### src/rtl/load_buffer_pkg.sv
// load_buffer_pkg: shared types for the load buffer.
//   lb_state_e  - head controller states (IDLE, REQ, WAIT_DATA, WB)
//   MEM_SIZE_*  - load size encodings carried on acu_mem_size
//   lb_entry_t  - one queued load (addr, size, sign_ext, rob_tag)
package load_buffer_pkg;

    typedef enum logic [1:0] {
        IDLE      = 2'd0,
        REQ       = 2'd1,
        WAIT_DATA = 2'd2,
        WB        = 2'd3
    } lb_state_e;

    localparam logic [1:0] MEM_SIZE_BYTE = 2'd0;
    localparam logic [1:0] MEM_SIZE_HALF = 2'd1;
    localparam logic [1:0] MEM_SIZE_WORD = 2'd2;

    // Storage width of the tag field; the top's ROB_IDX_W must not exceed it.
    localparam int LB_TAG_W = 8;

    typedef struct packed {
        logic [31:0]         addr;
        logic [1:0]          size;
        logic                sign_ext;
        logic [LB_TAG_W-1:0] rob_tag;
    } lb_entry_t;

endpackage

### src/rtl/load_data_align.sv
// load_data_align: combinational lane select and sign/zero extension of a
// 32-bit memory word.
//   rdata    in  32 : raw memory word (little-endian byte lanes)
//   lane     in  2  : low address bits; byte uses [1:0], half uses [1]
//   size     in  2  : MEM_SIZE_* encoding; anything else is treated as word
//   sign_ext in  1  : 1 = sign-extend, 0 = zero-extend
//   data     out 32 : formatted result
module load_data_align
    import load_buffer_pkg::*;
(
    input  logic [31:0] rdata,
    input  logic [1:0]  lane,
    input  logic [1:0]  size,
    input  logic        sign_ext,
    output logic [31:0] data
);

    logic [7:0]  byte_v;
    logic [15:0] half_v;

    always_comb begin
        byte_v = rdata[{lane, 3'b000} +: 8];
        // Misaligned halves simply use lane[1]; lane[0] is ignored.
        half_v = lane[1] ? rdata[31:16] : rdata[15:0];
        data   = rdata;
        case (size)
            MEM_SIZE_BYTE: data = {{24{sign_ext & byte_v[7]}}, byte_v};
            MEM_SIZE_HALF: data = {{16{sign_ext & half_v[15]}}, half_v};
            default:       data = rdata;
        endcase
    end

endmodule

### src/rtl/load_buffer.sv
// load_buffer: circular FIFO of pending loads with a single-outstanding
// memory request controller at the head.
//   clock, reset (async, active-high)
//   acu_*                 in  : load allocation from the address-calculation unit
//   lb_exec_stall         in  : hazard unit holds off new memory requests
//   Dmem_wait, Dmem_rdata in  : memory handshake / read data (one cycle after accept)
//   branch_misprediction  in  : flush of all entries and any response in flight
//   lb_wr_written         in  : writeback consumed
//   lb_full               out : LB_DEPTH entries held
//   lb_read_mem, lb_mem_addr out : word-aligned memory read request
//   lb_wr_valid, lb_wr_data, lb_wr_rob_tag out : pending writeback
//   lb_state, lb_count    out : controller state and occupancy (debug)
//
// Handshakes: a memory request transfers on a rising edge where lb_read_mem=1
// and Dmem_wait=0; a writeback transfers on a rising edge where lb_wr_valid=1
// and lb_wr_written=1. lb_wr_valid, once high, holds until that transfer.
module load_buffer
    import load_buffer_pkg::*;
#(
    parameter int LB_DEPTH  = 4,
    parameter int ROB_IDX_W = 4
) (
    input  logic                  clock,
    input  logic                  reset,
    input  logic                  acu_rd_mem,
    input  logic [31:0]           acu_addr,
    input  logic [1:0]            acu_mem_size,
    input  logic                  acu_sign_ext,
    input  logic [ROB_IDX_W-1:0]  acu_rob_tag,
    input  logic                  lb_exec_stall,
    input  logic                  Dmem_wait,
    input  logic [31:0]           Dmem_rdata,
    input  logic                  branch_misprediction,
    input  logic                  lb_wr_written,
    output logic                  lb_full,
    output logic                  lb_read_mem,
    output logic [31:0]           lb_mem_addr,
    output logic                  lb_wr_valid,
    output logic [31:0]           lb_wr_data,
    output logic [ROB_IDX_W-1:0]  lb_wr_rob_tag,
    output lb_state_e             lb_state,
    output logic [$clog2(LB_DEPTH):0] lb_count
);

    localparam int PTR_W = $clog2(LB_DEPTH);
    localparam int CNT_W = PTR_W + 1;

    lb_state_e          state, state_next;
    logic [PTR_W-1:0]   head, tail;
    logic [CNT_W-1:0]   count;
    lb_entry_t          entries [LB_DEPTH];
    lb_entry_t          head_entry;
    logic               alloc_en;
    logic               pop;
    logic [31:0]        aligned_data;
    logic               unused_tag_bits;

    assign head_entry  = entries[head];
    assign lb_full     = (count == CNT_W'(LB_DEPTH));
    assign lb_state    = state;
    assign lb_count    = count;
    // A flush drops a same-cycle allocation; full blocks it even if a pop
    // happens on the same edge.
    assign alloc_en    = acu_rd_mem & ~lb_full & ~branch_misprediction;
    assign pop         = (state == WAIT_DATA);
    assign unused_tag_bits = ^head_entry.rob_tag;

    load_data_align u_align (
        .rdata    (Dmem_rdata),
        .lane     (head_entry.addr[1:0]),
        .size     (head_entry.size),
        .sign_ext (head_entry.sign_ext),
        .data     (aligned_data)
    );

    always_ff @(posedge clock) begin
        if (alloc_en) begin
            entries[tail] <= '{addr:     acu_addr,
                               size:     acu_mem_size,
                               sign_ext: acu_sign_ext,
                               rob_tag:  LB_TAG_W'(acu_rob_tag)};
        end
    end

    always_comb begin
        state_next  = state;
        lb_read_mem = 1'b0;
        lb_mem_addr = 32'h0;
        lb_wr_valid = 1'b0;
        case (state)
            // Leaving on the allocating edge gives the request in the very
            // next cycle, keeping load-to-writeback at three edges.
            IDLE: begin
                if (count != '0 || alloc_en) state_next = REQ;
            end
            REQ: begin
                lb_read_mem = ~lb_exec_stall;
                lb_mem_addr = {head_entry.addr[31:2], 2'b00};
                if (lb_read_mem && !Dmem_wait) state_next = WAIT_DATA;
            end
            WAIT_DATA: begin
                state_next = WB;
            end
            WB: begin
                lb_wr_valid = 1'b1;
                if (lb_wr_written) state_next = (count != '0) ? REQ : IDLE;
            end
            default: state_next = IDLE;
        endcase
    end

    always_ff @(posedge clock or posedge reset) begin
        if (reset) begin
            state         <= IDLE;
            head          <= '0;
            tail          <= '0;
            count         <= '0;
            lb_wr_data    <= 32'h0;
            lb_wr_rob_tag <= '0;
        end else if (branch_misprediction) begin
            state <= IDLE;
            head  <= '0;
            tail  <= '0;
            count <= '0;
        end else begin
            state <= state_next;
            if (alloc_en) tail <= tail + 1'b1;
            if (pop)      head <= head + 1'b1;
            count <= count + CNT_W'(alloc_en) - CNT_W'(pop);
            if (pop) begin
                lb_wr_data    <= aligned_data;
                lb_wr_rob_tag <= head_entry.rob_tag[ROB_IDX_W-1:0];
            end
        end
    end

endmodule

### config.mk
export PLATFORM = sky130hd
export DESIGN_NAME = load_buffer
export DESIGN_NICKNAME = d
export VERILOG_FILES = /design/src/rtl/load_buffer_pkg.sv /design/src/rtl/load_data_align.sv /design/src/rtl/load_buffer.sv
export SDC_FILE = /design/constraint.sdc
export NUM_CORES = 1
export LEC_CHECK = 0
export CAP_MARGIN = 40
export CORE_MARGIN = 2
export CORE_UTILIZATION = 56
export CTS_CLUSTER_SIZE = 28
export DETAILED_ROUTE_END_ITERATION = 6
export PLACE_DENSITY = 0.87
export SLEW_MARGIN = 25
export SYNTH_ARGS = -nofsm -noshare
export SYNTH_HDL_FRONTEND = slang
export SYNTH_SLANG_ARGS = --single-unit
### constraint.sdc
create_clock -name clock -period 5.7 [get_ports clock]
set_input_delay 1.14 -clock clock [delete_from_list [all_inputs] [get_ports clock]]
set_output_delay 1.14 -clock clock [all_outputs]
set_load 0.01 [all_outputs]
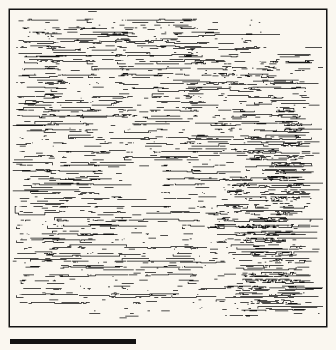
m1.png
Bar = 50 µm.
- longest straight run: 29.4 µm
- nets with wire on the layer: 643
- wire length on this layer: 6,940 µm
- main direction: horizontal
grt met1 use: 30.5%
total routed wirelength: 17.6 mm
routed vias: 4,939

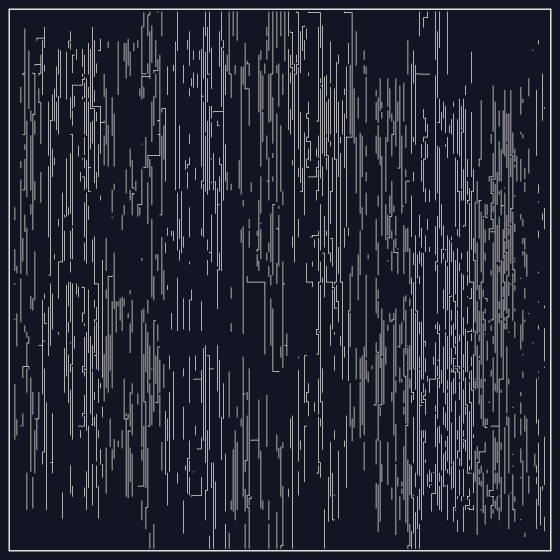
m2.png
- main direction: vertical
- wire length on this layer: 8,740 µm
- share of all routed wire: 50%
- longest straight run: 44.5 µm
- nets with wire on the layer: 682
grt met2 use: 37.5%

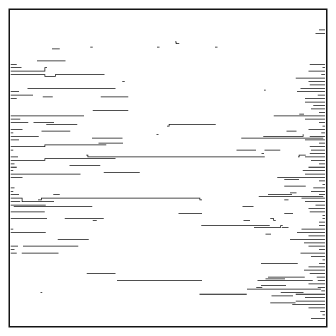
m3.png
- nets with wire on the layer: 152
- longest straight run: 69.9 µm

==> results.txt <==
yosys + openroad results -> status completed, initial antenna violation count 0, critical path type reg2out, Top cells excl fill/tap edfxtp_1 (156), clkdlybuf4s50_1 (151), a21oi_1 (43), dfrtp_1 (43), mux4_2 (38), maximum vdd ir drop 0.307 mV, share of layout cells above drive strength 1 13.8%, Mux area share 12.6%, CP max stage cell dfrtp_4, Antenna Nets Post-Route 0, Worst slew margin 50.3%, yosys cell count 500, # port buffers 151, Synth Area in Compound Gates 5.22%, commonest cells in the netlist edfxtp_1 (156), dfrtp_1 (45), a21oi_1 (43), CTS max path bufs 3, # rows 44, Die H 125 µm, vias in the first global route 5,255, Adder-Cell Fraction of Synth Area 1.76%, Distinct cells, synth 34, WP data arrival 2.67 ns, endpoints failing setup 0, post-place setup slack 2.20 ns, Pwr Total 4.69 mW, RSZ-0062 raised after global routing false, Core ar. 0.0144 mm², data required time of the worst path 4.56 ns, IO Count 154, clk sinks 201, # resized after CTS 0, fin crit period 3.81 ns, CTS clk-pin slew, worst paths 0.06 ns, Achievable Freq 262 MHz, CTS root buf clkbuf_16, hold crit path type reg2reg, Hold Violations, Final 0, first-pass GRT wire length 28.0 mm, GR Overflow Total 0, H-tree depth 1, final setup margin 1.89 ns, most used logic cell in the final layout edfxtp_1, Top non-seq family multiplexers, CTS hold repair buffers 0, XOR/XNOR Area Share 0.532%, clk_skew 0.0134 ns, YS chip area 0.00823 mm², Wirelength per Cell 20.7 µm, die width 125 µm, vias per cell 5.80, drt drc 0, DRT iter0 DRCs 377, main flop type edfxtp_1, Top area cell types edfxtp_1 (57%), dfrtp_1 (14%), mux4_2 (10%)
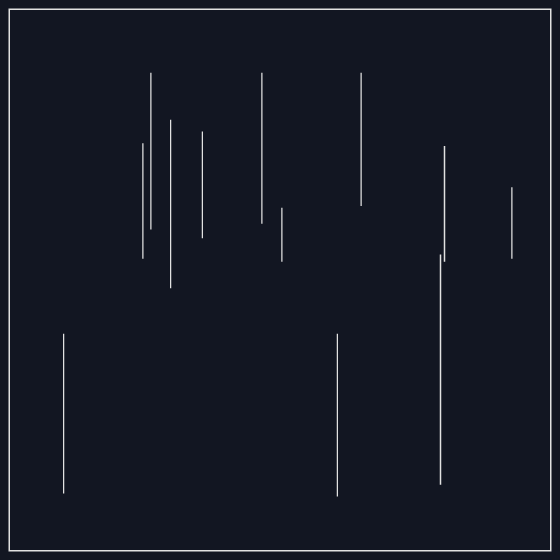
m4.png
- wire length on this layer: 373 µm
- share of all routed wire: 2.1%

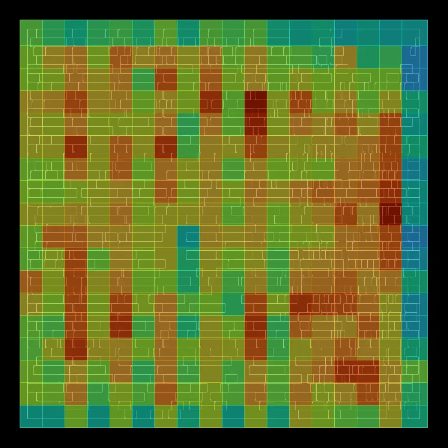
congestion_map.png
grt peak-use layer: met2
Overall Global Routing Usage: 22.6%

## worst max-delay path, delay by kind of cell, from the launching register on
family / cells / cell delay [ns]
buf+inv: 2 / 0.75
flops: 1 / 0.70
mux: 1 / 0.53
simple gates: 1 / 0.20
## where the power goes
part / total, mW / internal, mW / leakage (nW) / switching, mW
clock: 1.30 / 0.766 / 0.319 / 0.536
sequential: 1.95 / 1.81 / 1.96 / 0.143
combinational: 1.44 / 0.781 / 1.45 / 0.664
total: 4.69 / 3.35 / 3.72 / 1.34
## final cells by class
cell class / instances / area [µm²]
tap: 184 / 230
sequential: 201 / 5820
clock inverter: 13 / 123
clock buffer: 23 / 533
fill: 885 / 3790
inverter: 11 / 41.3
timing repair buffer: 160 / 1640
multi-input combinational: 260 / 2250
## final timing paths
kind | startpoint | end | slack [ns] | depth (start not counted)
min | lb_wr_rob_tag[0] | lb_wr_rob_tag[0] | 0.48 | 2
min reg2reg | lb_wr_rob_tag[0] | lb_wr_rob_tag[0] | 0.48 | 2
min in group asynchronous | reset | lb_wr_data[28] | 1.12 | 3
max in group asynchronous | reset | head[0] | 4.15 | 3
max reg2reg | head[0] | lb_wr_data[22] | 2.47 | 6
max | head[0] | lb_mem_addr[15] | 1.89 | 4
## layer usage
layer | wire, µm | global-route usage, %
met5 | 0 | 0
met4 | 373 | 5.88
met3 | 1560 | 5.65
met2 | 8740 | 37.5
met1 | 6940 | 30.5
## kinds of logic after synthesis
group,after synthesis
XOR/XNOR,5
AND/OR/NAND/NOR,114
other,1
flip-flops,201
multiplexers,55
buffers and inverters,40
AND-OR/OR-AND,73
adder cells (fa/ha/maj),11
## flip-flops by register name, summed over array words and instances (netlist names)
register,flops
entries,156
head,2
lb_count,3
lb_state,2
lb_wr_data,32
lb_wr_rob_tag,4
tail,2
Power and IR drop assume default switching activity.
